File: src/rtl/status_register_if.sv
// Flag-update request bus into the status register, and the committed flag view
// it drives to the condition tester.
interface status_register_if;
    logic       Ld_S;
    logic       Logic_op;
    logic       ALU_N;
    logic       ALU_Z;
    logic       ALU_C;
    logic       ALU_V;
    logic       Shift_C;
    logic       Ld_direct;
    logic [3:0] D_flags;
    logic       Stall;
    logic       Flush;
    logic       N;
    logic       ZF;
    logic       C;
    logic       V;
    logic [3:0] Flags;
    logic       Pending;

    modport master (
        output Ld_S, Logic_op, ALU_N, ALU_Z, ALU_C, ALU_V, Shift_C,
        output Ld_direct, D_flags, Stall, Flush,
        input  N, ZF, C, V, Flags, Pending
    );

    modport slave (
        input  Ld_S, Logic_op, ALU_N, ALU_Z, ALU_C, ALU_V, Shift_C,
        input  Ld_direct, D_flags, Stall, Flush,
        output N, ZF, C, V, Flags, Pending
    );
endinterface

File: src/rtl/status_register.sv
// Architectural N/Z/C/V condition flags with ALU, logical-op and direct updates.
// COMMIT_LAT=2 stages each update for one cycle and flags it via Pending.
module status_register #(
    parameter int COMMIT_LAT = 1
) (
    input  logic          Clk,
    input  logic          Clr,
    status_register_if.slave bus
);
    logic [3:0] r_flags;
    logic       r_pending;
    logic [3:0] r_stage;
    logic       w_stage_valid;
    logic       w_req;
    logic       w_v_base;
    logic [3:0] w_new;

    assign w_req = (bus.Ld_S | bus.Ld_direct) & ~bus.Stall & ~bus.Flush;

    // A logical op keeps V from the most recent update, which may still be staged.
    assign w_v_base = (w_stage_valid && !bus.Flush) ? r_stage[0] : r_flags[0];

    always_comb begin
        w_new = {bus.ALU_N, bus.ALU_Z, bus.ALU_C, bus.ALU_V};
        if (bus.Ld_direct)
            w_new = bus.D_flags;
        else if (bus.Logic_op)
            w_new = {bus.ALU_N, bus.ALU_Z, bus.Shift_C, w_v_base};
    end

    generate
        if (COMMIT_LAT == 1) begin : g_lat1
            assign w_stage_valid = 1'b0;
            assign r_stage       = 4'b0000;

            always_ff @(posedge Clk or negedge Clr) begin
                if (!Clr) begin
                    r_flags   <= 4'b0000;
                    r_pending <= 1'b0;
                end else begin
                    r_pending <= 1'b0;
                    if (w_req)
                        r_flags <= w_new;
                end
            end
        end else begin : g_lat2
            typedef enum logic {EMPTY, STAGED} state_t;
            state_t     r_state;
            logic [3:0] r_stage_q;

            assign w_stage_valid = (r_state == STAGED);
            assign r_stage       = r_stage_q;

            always_ff @(posedge Clk or negedge Clr) begin
                if (!Clr) begin
                    r_state   <= EMPTY;
                    r_stage_q <= 4'b0000;
                    r_flags   <= 4'b0000;
                    r_pending <= 1'b0;
                end else begin
                    case (r_state)
                        EMPTY: begin
                            if (w_req) begin
                                r_stage_q <= w_new;
                                r_state   <= STAGED;
                                r_pending <= 1'b1;
                            end
                        end
                        STAGED: begin
                            if (bus.Flush) begin
                                r_stage_q <= 4'b0000;
                                r_state   <= EMPTY;
                                r_pending <= 1'b0;
                            end else begin
                                r_flags <= r_stage_q;
                                if (w_req) begin
                                    r_stage_q <= w_new;
                                    r_pending <= 1'b1;
                                end else begin
                                    r_state   <= EMPTY;
                                    r_pending <= 1'b0;
                                end
                            end
                        end
                        default: begin
                            r_state   <= EMPTY;
                            r_pending <= 1'b0;
                        end
                    endcase
                end
            end
        end
    endgenerate

    assign bus.N       = r_flags[3];
    assign bus.ZF      = r_flags[2];
    assign bus.C       = r_flags[1];
    assign bus.V       = r_flags[0];
    assign bus.Flags   = r_flags;
    assign bus.Pending = r_pending;
endmodule
File: src/flat_wrapper.sv
// flat-port wrapper written by rule: the top's interface ports become plain ports
module status_register_flat 
#(
    parameter int COMMIT_LAT = 1
)
  (Clk, Clr, bus_Ld_S, bus_Logic_op, bus_ALU_N, bus_ALU_Z, bus_ALU_C, bus_ALU_V, bus_Shift_C, bus_Ld_direct, bus_D_flags, bus_Stall, bus_Flush, bus_N, bus_ZF, bus_C, bus_V, bus_Flags, bus_Pending);
  status_register_if bus_i ();
  input  logic Clk;
  input  logic Clr;
  input wire logic [$bits(bus_i.Ld_S)-1:0] bus_Ld_S;
  input wire logic [$bits(bus_i.Logic_op)-1:0] bus_Logic_op;
  input wire logic [$bits(bus_i.ALU_N)-1:0] bus_ALU_N;
  input wire logic [$bits(bus_i.ALU_Z)-1:0] bus_ALU_Z;
  input wire logic [$bits(bus_i.ALU_C)-1:0] bus_ALU_C;
  input wire logic [$bits(bus_i.ALU_V)-1:0] bus_ALU_V;
  input wire logic [$bits(bus_i.Shift_C)-1:0] bus_Shift_C;
  input wire logic [$bits(bus_i.Ld_direct)-1:0] bus_Ld_direct;
  input wire logic [$bits(bus_i.D_flags)-1:0] bus_D_flags;
  input wire logic [$bits(bus_i.Stall)-1:0] bus_Stall;
  input wire logic [$bits(bus_i.Flush)-1:0] bus_Flush;
  output wire logic [$bits(bus_i.N)-1:0] bus_N;
  output wire logic [$bits(bus_i.ZF)-1:0] bus_ZF;
  output wire logic [$bits(bus_i.C)-1:0] bus_C;
  output wire logic [$bits(bus_i.V)-1:0] bus_V;
  output wire logic [$bits(bus_i.Flags)-1:0] bus_Flags;
  output wire logic [$bits(bus_i.Pending)-1:0] bus_Pending;
  assign bus_i.Ld_S = bus_Ld_S;
  assign bus_i.Logic_op = bus_Logic_op;
  assign bus_i.ALU_N = bus_ALU_N;
  assign bus_i.ALU_Z = bus_ALU_Z;
  assign bus_i.ALU_C = bus_ALU_C;
  assign bus_i.ALU_V = bus_ALU_V;
  assign bus_i.Shift_C = bus_Shift_C;
  assign bus_i.Ld_direct = bus_Ld_direct;
  assign bus_i.D_flags = bus_D_flags;
  assign bus_i.Stall = bus_Stall;
  assign bus_i.Flush = bus_Flush;
  assign bus_N = bus_i.N;
  assign bus_ZF = bus_i.ZF;
  assign bus_C = bus_i.C;
  assign bus_V = bus_i.V;
  assign bus_Flags = bus_i.Flags;
  assign bus_Pending = bus_i.Pending;
  status_register #(.COMMIT_LAT(COMMIT_LAT)) u_core (.Clk(Clk), .Clr(Clr), .bus(bus_i));
endmodule
File: config.mk
export PLATFORM = sky130hd
export DESIGN_NAME = status_register_flat
export DESIGN_NICKNAME = d
export VERILOG_FILES = /design/src/rtl/status_register_if.sv /design/src/rtl/status_register.sv /design/src/flat_wrapper.sv
export SDC_FILE = /design/constraint.sdc
export NUM_CORES = 1
export LEC_CHECK = 0
export CAP_MARGIN = 20
export CORE_AREA = 4 4 41 43
export CTS_CLUSTER_DIAMETER = 150
export DETAILED_ROUTE_END_ITERATION = 7
export DIE_AREA = 0 0 45 47
export PLACE_DENSITY_LB_ADDON = 0.15
export RECOVER_POWER = 50
export SLEW_MARGIN = 20
export SYNTH_ARGS = -nofsm -noshare
export SYNTH_HDL_FRONTEND = slang
export SYNTH_SLANG_ARGS = --single-unit
File: constraint.sdc
create_clock -name Clk -period 0.98 [get_ports Clk]
set_input_delay 0.196 -clock Clk [delete_from_list [all_inputs] [get_ports Clk]]
set_output_delay 0.196 -clock Clk [all_outputs]
set_load 0.01 [all_outputs]
Run 1, wire density map:
Drawn at 8 px/um. The die is cut into 9 by 9 equal tiles; black is low, pale yellow is high, scaled to the fullest tile. Values are wire area over tile area, all layers added.
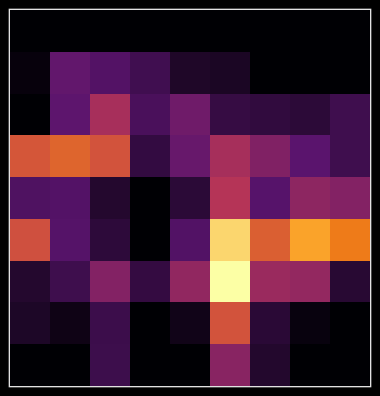
mean over tiles	0.066
nearly empty tiles	30%
tiles over half the peak	12%
emptiest ninth of the die	upper right
fullest tile	0.31
densest ninth of the die	middle right

Run 1, met3 routing:
Drawn at 10 px/um.
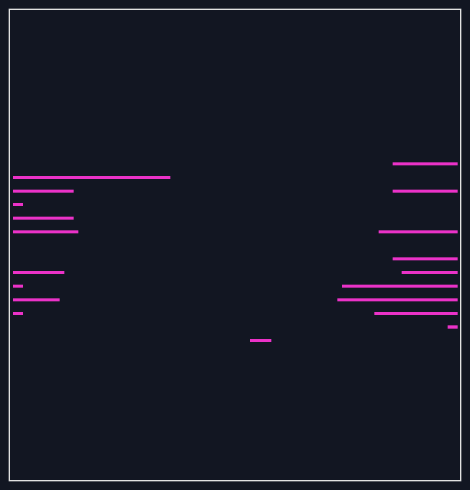
share of all routed wire	13%
longest straight run	15.4 um
wire length on this layer	110 um
main direction	horizontal
nets with wire on the layer	19

==> GITHUB_STEP_SUMMARY, run 1 <==
### Yosys + OpenROAD results

| Metric | Value |
|---|---|
| Run status | `complete, but fails checks` |
| Failing checks | `setup timing` |
| Via density | `around 4.2` |
| Biggest fanout along the worst timing path | `2` |
| Minimum clock period after layout | `1.08 ns` |
| Final total negative setup slack | `-0.269 ns` |
| Area figure in the yosys stat output | `around 300 sq um` |
| Clock buffer count | `3` |
| Final Core Density | `a little over two fifths` |
| Clock tree from TritonCTS | `yes` |
| Largest net degree at the start of global routing | `5` |
| Power density of the placed cells | `1360 mW/mm^2` |
| Latest clock arrival within the worst-skew pair | `0.23 ns` |
| Data required, critical path | `slightly below 0.8 ns` |
| Number of antenna violations at the first check in global routing | `0` |
| Setup slack after layout | `-0.0964 ns` |
| Reg area | `about 100 sq um` |
| Clock-pin slew of the registers on the worst-case setup and hold paths | `around 0.040 ns` |
| Post-detailed-route DRC marker count | `0` |
| Arrival @ worst endpoint | `between 0.8 and 0.9 ns` |
| Vertical die dimension | `between 40 and 50 um` |
| Fraction of area in multi-input gates | `a little under a third` |
| Number of cells after detailed placement | `64` |
| Number of buffers inserted during clock tree synthesis | `3` |
| Total clock sinks | `4` |
| Synthesized instance count | `27` |
| Buffers excl. clock | `30` |
| Number of I/O port buffers | `23` |
| Unrepaired setup endpoints after global routing | `yes` |
| Antenna Cells | `0` |
| Critical path start-end classification | `reg2out` |
| Startpoint type of the worst setup path | `flop` |
| Tally of OpenROAD warnings | `29` |
| Detailed-route via count | `~290` |
| Wire length of the first global-routing pass | `around 1.4 mm` |
| # nets final | `roughly 72` |
| Total Die Area | `around 0.0021 sq mm` |
| Internal power component | `about 0.54 mW` |
| Wire length per cell after detailed routing | `around 12 um` |
| Placed wire-length estimate | `682 um` |
| Antenna violation net count after detailed routing | `0` |
| Count of multi-input gates | `16` |
| Fraction of layout cells with a size suffix above 1 | `about 61%` |
| Total routing usage reported by global routing | `under 10%` |
| Power Total | `approximately 0.74 mW` |
| Portion of total power attributed to combinational logic | `roughly 44%` |
| Final-report max-slew violation count | `0` |
| Largest register FFs | `4` |
| CTS hold repair buffers | `0` |
| Area Growth Syn to Fin | `84.4%` |
| Commonest non-fill, non-tap cells in the layout | `8 x buf_2, 7 x mux2_4, 6 x buf_4, 5 x dlygate4sd2_1, 4 x dfrtp_1` |
| Max Buffers Root-to-Sink | `2` |
| Net switching power | `between 0.2 and 0.25 mW` |
| Total grt overflow | `0` |
| Biggest area consumer among synthesized cells | `dfrtp_1` |
| Highest attainable clock frequency | `~930 MHz` |
| Buffer cell driving the clock tree root | `clkbuf_4` |
| Top-area cell share | `about a third` |
| Top-Level Pins | `25` |
| Clock share of power | `between 20% and 30%` |
| Post-synthesis average cell area | `roughly 11 sq um` |
| Seq pwr share | `a little over 30%` |
| First-pass DRT Iterations | `4` |
| Final setup fails | `4` |
| Number of standard cells in the layout, taps in and fillers out | `69` |
| Drt first-iter violations | `1` |
Run 1, clock wires, drivers and flops:
Drawn at 8 px/um.
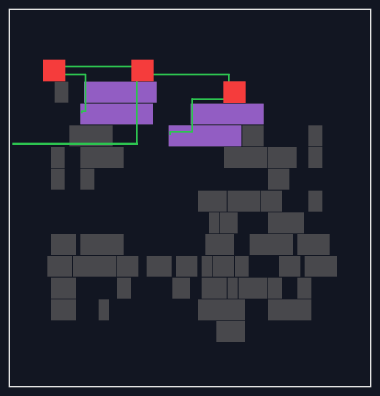
[clock wires] green | length: 68.6 um
[cells driving clock nets] red | count: 3
[flip-flops] purple | count: 4
flops lie	top centre
routed clock nets	4

Run 1, cells by drive strength:
Drawn at 10 px/um.
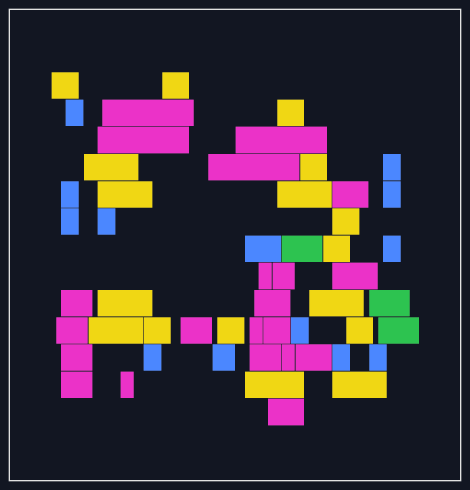
size	colour	cells	share
drive 3 to 4	yellow	17	31%
drive 1 or less	magenta	21	39%
drive 6 and up	green	3	5.6%
drive 2	blue	13	24%

## run 1: power by group through the flow
stage | registers, mW | logic (mW) | clock network [mW]
global route | 0.229 | 0.348 | 0.227
floorplan | 0.244 | 0.159 | 0
CTS | 0.226 | 0.318 | 0.207
finish | 0.224 | 0.324 | 0.194
global placement | 0.227 | 0.370 | 0
detailed placement | 0.230 | 0.369 | 0
## run 1: timing repair
item,in CTS,in global routing
buffers inserted,1,1
pin swaps,1,0
setup endpoints to repair,12,10
gates resized,55,8
## run 1: critical path, cell delays in order (launching register included)
cell	delay, ns
dfrtp_1	0.38
buf_4	0.14
buf_2	0.13
## run 1: synth_stat cells
library cell / count
nor3_2: 1
inv_1: 1
dfrtp_1: 4
buf_6: 1
conb_1: 1
nor2_1: 3
mux2_2: 5
mux2_4: 2
buf_4: 5
and3b_2: 1
nand4b_1: 1
a31oi_1: 1
o211ai_1: 1
## run 1: kinds of logic after synthesis
family	count (synthesis)	synth area share, %
muxes	7	29.1
other	1	1.26
AOI/OAI and AO/OA	2	4.64
DFF	4	33.8
and+or+nand+nor	6	13.5
buffers and inverters	7	17.7
## run 1: worst paths after layout
kind,from,to,slack [ns],depth (start not counted)
max,u_core.bus.Flags[0],bus_V,-0.1,2
min reg2reg,u_core.bus.Flags[3],u_core.bus.Flags[3],0.53,1
min in group Clk,bus_D_flags[1],u_core.bus.Flags[1],0.36,3
max in group asynchronous,Clr,u_core.bus.Flags[2],0.56,1
min,Clr,u_core.bus.Flags[1],0.24,1
max reg2reg,u_core.bus.Flags[0],u_core.bus.Flags[0],-0.09,4
## run 1: layer usage
layer / up-vias / routed length, um / track usage, %
li1: 142 / - / -
met1: 131 / 312 / 10.8
met2: 20 / 410 / 15.5
met3: 0 / 109 / 6.51
met4: 0 / 0 / 1.75
met5: - / 0 / 0
==> inputs of run 2 (changes only) <==
- CTS_CLUSTER_SIZE: not set -> 25
- GPL_TIMING_DRIVEN: not set -> 0
Run 2, wire density map:
Drawn at 8 px/um. The die is cut into 9 by 9 equal tiles; black is low, pale yellow is high, scaled to the fullest tile. Values are wire area over tile area, all layers added.
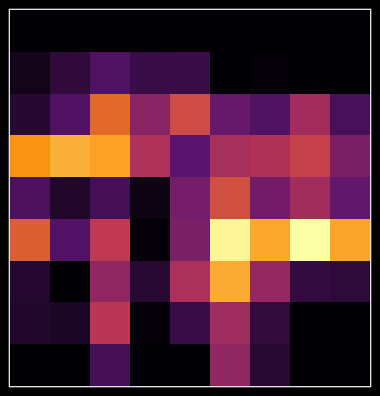
mean over tiles	0.071
nearly empty tiles	30%
fullest tile	0.28

==> run 2 against run 1 <==
Against the previous run:
- the flow still finishes with violations (setup timing)
- hold slack lost 0.0062 ns
- clock-buffer cell count did not move
- final cell count unchanged
- global-route usage grew 1.1 points
- sequential cell count unchanged
- die size unchanged
- worst setup slack improved by 0.0014 ns
- core utilization is 2.6 points higher
- clock skew unchanged
- sequential power up 4%
- critical endpoint is now u_core.bus.Flags[0]
==> GITHUB_STEP_SUMMARY, run 2 <==
### Yosys + OpenROAD results

| Metric | Value |
|---|---|
| Placed wire-length estimate | `726 um (+6.5%)` |
| CTS hold repair buffers | `0 (unchanged)` |
| Yosys stat cell total | `27` |
| Failing checks | `setup timing` |
| Number of buffers inserted during clock tree synthesis | `3 (unchanged)` |
| Largest net degree at the start of global routing | `8 (+3)` |
| Clock share of power | `24.2% (-1.9 points)` |
| Total leakage power | `0.291 nW` |
| DIE WIDTH | `~45 um` |
| Detailed-route via count | `294 (+0.34%)` |
| Top flip-flop cell by instance count after synthesis | `dfrtp_1` |
| Startpoint type of the worst setup path | `flop` |
| Endpoints failing hold | `0` |
| Sequential cell area fraction in the yosys report | `about a third` |
| Area figure in the yosys stat output | `297 sq um (unchanged)` |
| Total clock sinks | `4 (unchanged)` |
| Final cycle utilization of the critical path | `110%` |
| Type of the most critical hold path | `in2async` |
| Antenna violation net count after detailed routing | `0 (unchanged)` |
| Total routing usage reported by global routing | `10.8% (+1.1 points)` |
| Wire length per cell after detailed routing | `13.1 um (+9.0%)` |
| Row cnt | `13` |
| Portion of total power attributed to combinational logic | `48.2% (+4.6 points)` |
| First-pass DRT Iterations | `3 (-1)` |
| R2R Path End | `u_core.bus.Flags[0]` |
| Net switching fraction of the power | `between 20% and 30%` |
| Final Core Density | `44.6% (+2.6 points)` |
| Total grt overflow | `0 (unchanged)` |
| Number of standard cells in the layout, taps in and fillers out | `69 (unchanged)` |
| Final-report max-slew violation count | `0 (unchanged)` |
| Worst r2r src | `u_core.bus.Flags[0]` |
| Reg2Reg Depth | `4 (unchanged)` |
| CP Launch Point | `u_core.bus.Flags[0]` |
| Wire length of the first global-routing pass | `1.55 mm (+10%)` |
| Cell types with the highest counts after synthesis | `5 x buf_4, 5 x mux2_2, 4 x dfrtp_1` |
| Critical path start-end classification | `reg2reg` |
| Area Growth Syn to Fin | `95.8%` |
| Run status | `complete, but fails checks` |
| Number of antenna violations at the first check in global routing | `0 (unchanged)` |
| Top power consumer group | `combinational logic` |
| Latest clock arrival within the worst-skew pair | `0.23 ns (about the same)` |
| Cell area reported after detailed placement | `between 500 and 600 sq um` |
| Synthesis Warnings | `0` |
| Worst Setup EP | `u_core.bus.Flags[0]` |
| Core Area | `between 0.001 and 0.0015 sq mm` |
| H-tree Lvls | `1` |
| Clock-pin slew of the registers on the worst-case setup and hold paths | `0.04 ns (about the same)` |
| Clock tree from TritonCTS | `yes` |
| Most area-consuming cells after synthesis | `dfrtp_1 34%, mux2_2 19%, buf_4 13%, mux2_4 10%, buf_6 3.8%` |
| Power Total | `0.842 mW (+14%)` |
| Drt first-iter violations | `4 (+3)` |
| Smallest hold slack | `roughly 0.24 ns` |
| Fraction of layout cells with a size suffix above 1 | `59.3% (-1.9 points)` |
| Flip-flop and latch count after synthesis | `4` |
| Via density | `4.26 (+0.34%)` |
| Power Clock | `0.204 mW (+5%)` |
| Post-detailed-route DRC marker count | `0 (unchanged)` |
| Maximum clock skew at final layout | `0 ns` |
| Fill count | `roughly 130` |
| Sequential-cell power consumption | `0.232 mW (+4%)` |
| Vertical die dimension | `47 um (unchanged)` |
| Commonest non-fill, non-tap cells in the layout | `9 x buf_6, 7 x mux2_4, 7 x buf_2, 4 x dlygate4sd2_1, 4 x dfrtp_1` |
| Internal power component | `0.609 mW (+13%)` |
| Buffer cell driving the clock tree root | `clkbuf_4` |
| Number of unique standard cell types used by synthesis | `13` |
| Biggest area consumer among synthesized cells | `dfrtp_1` |
| Post-synthesis average cell area | `11.0 sq um (unchanged)` |
| Summed area of non-filler cells in the final layout | `roughly 580 sq um` |
| Initial Util | `a little under a quarter` |
| Slack of the worst reg-to-reg path | `-0.09 ns (about the same)` |
| Seq pwr share | `27.6% (-2.7 points)` |
| Total Die Area | `0.00212 sq mm (unchanged)` |
| Top-Level Pins | `25 (unchanged)` |
| Top routing layer used | `met3` |
| Highest attainable clock frequency | `930 MHz (+0.13%)` |
| Top-area cell share | `33.8% (unchanged)` |
| Total met2 wirelength after detailed routing | `452 um (+10%)` |
| Number of enable-type register cells in the synthesized netlist | `0 (unchanged)` |
| Setup slack after layout | `-0.0950 ns (+0.00140 ns)` |
| Met3 routed WL | `107 um (-1.8%)` |
| Critical Path End Type | `flop` |
| Largest register FFs | `4 (unchanged)` |
| Antenna Cells | `0 (unchanged)` |
| Number of violations of the max-capacitance limit | `0` |
| Final setup fails | `6 (+2)` |
| Number of I/O port buffers | `22 (-4.3%)` |
| Detailed-route wire length | `907 um` |
| Number of cells after detailed placement | `64 (unchanged)` |
| Synthesized instance count | `27 (unchanged)` |
| Max Buffers Root-to-Sink | `2 (unchanged)` |
| Share of synthesized registers carrying an async set or reset | `100% (unchanged)` |
| Biggest fanout along the worst timing path | `3 (+1)` |
| Final estimated routing congestion in global placement | `approximately 0.75` |
| Vias in the first global route | `between 300 and 400` |
| Unrepaired setup endpoints after global routing | `yes` |
| Power density of the placed cells | `1450 mW/mm^2 (+6.9%)` |
| Peak supply drop | `0.000737 V` |
| Data required, critical path | `1.08 ns (+0.30 ns)` |
| Most common cell after layout, fill and taps aside | `buf_6` |
| Final total negative setup slack | `-0.441 ns (-0.171 ns)` |
| Arrival @ worst endpoint | `1.18 ns (+0.30 ns)` |
| Routed metal-1 wirelength | `347 um (+11%)` |
| Net switching power | `0.233 mW (+15%)` |
| # nets final | `72 (unchanged)` |
| Combinational power | `0.406 mW (+25%)` |
| Nets at Floorplan | `43` |
| Tally of OpenROAD warnings | `29 (unchanged)` |
| Post-synthesis cell area | `just under 300 sq um` |
| Minimum clock period after layout | `1.07 ns (-0.00140 ns)` |
| Post-placement worst setup slack | `-0.692 ns` |
==> run 2: cell types whose count changed in the layout (fill, tap and decap cells not counted), sizes merged <==
cell	change
dlymetal6s2s	-1
clkbuf	-3
clkdlybuf4s50	+1
clkdlybuf4s15	+2
dlygate4sd2	-1
buf	+2
==> run 2: cell families after synthesis <==
| group | after synthesis | share of synthesized area [%] |
|---|---|---|
| muxes | 7 | 29.1 |
| buffers and inverters | 7 | 17.7 |
| and+or+nand+nor | 6 | 13.5 |
| DFF | 4 | 33.8 |
| AOI/OAI and AO/OA | 2 | 4.64 |
| other | 1 | 1.26 |
==> run 2: how the worst min path moves through the flow <==
stage               start                   to  slack (ns)  cells past startpoint
floorplan             Clr  u_core.bus.Flags[0]        -0.1                      0
global placement      Clr  u_core.bus.Flags[1]        0.41                      1
detailed placement    Clr  u_core.bus.Flags[0]        0.41                      1
CTS                   Clr  u_core.bus.Flags[0]        0.16                      1
global route          Clr  u_core.bus.Flags[3]        0.26                      1
finish                Clr  u_core.bus.Flags[0]        0.24                      1
==> run 2: cell type report <==
type,instances,area (sq um),area share (%)
repair buffers,24,204,35.1
clock buffers,3,22.5,3.88
flip-flops and latches,4,100,17.2
plain buffers,6,60.1,10.3
multi-input cells,16,171,29.5
well taps,15,18.8,3.23
inverters,1,3.75,0.647
==> run 2: metal layers <==
metal,global-route usage [%],vias up
met1,11.7,135
met3,5.36,0
li1,-,141
met5,0,-
met4,5.26,0
met2,17.5,18
==> run 2: repair_timing <==
action | CTS | global route
resized | 61 | 2
endpoints found under the hold margin | 0 | 0
endpoints found under the setup margin | 12 | 12
pin swaps | 1 | 2
setup buffers | 1 | 1
==> run 2: worst max-delay path, cell delays in order, from the launching register on <==
cell and delay (ns):
dfrtp_1 0.39, buf_6 0.12, and3b_2 0.18, a31oi_1 0.14
o211ai_1 0.11
Power figures rest on the tool's default switching activity, not on a simulated workload.
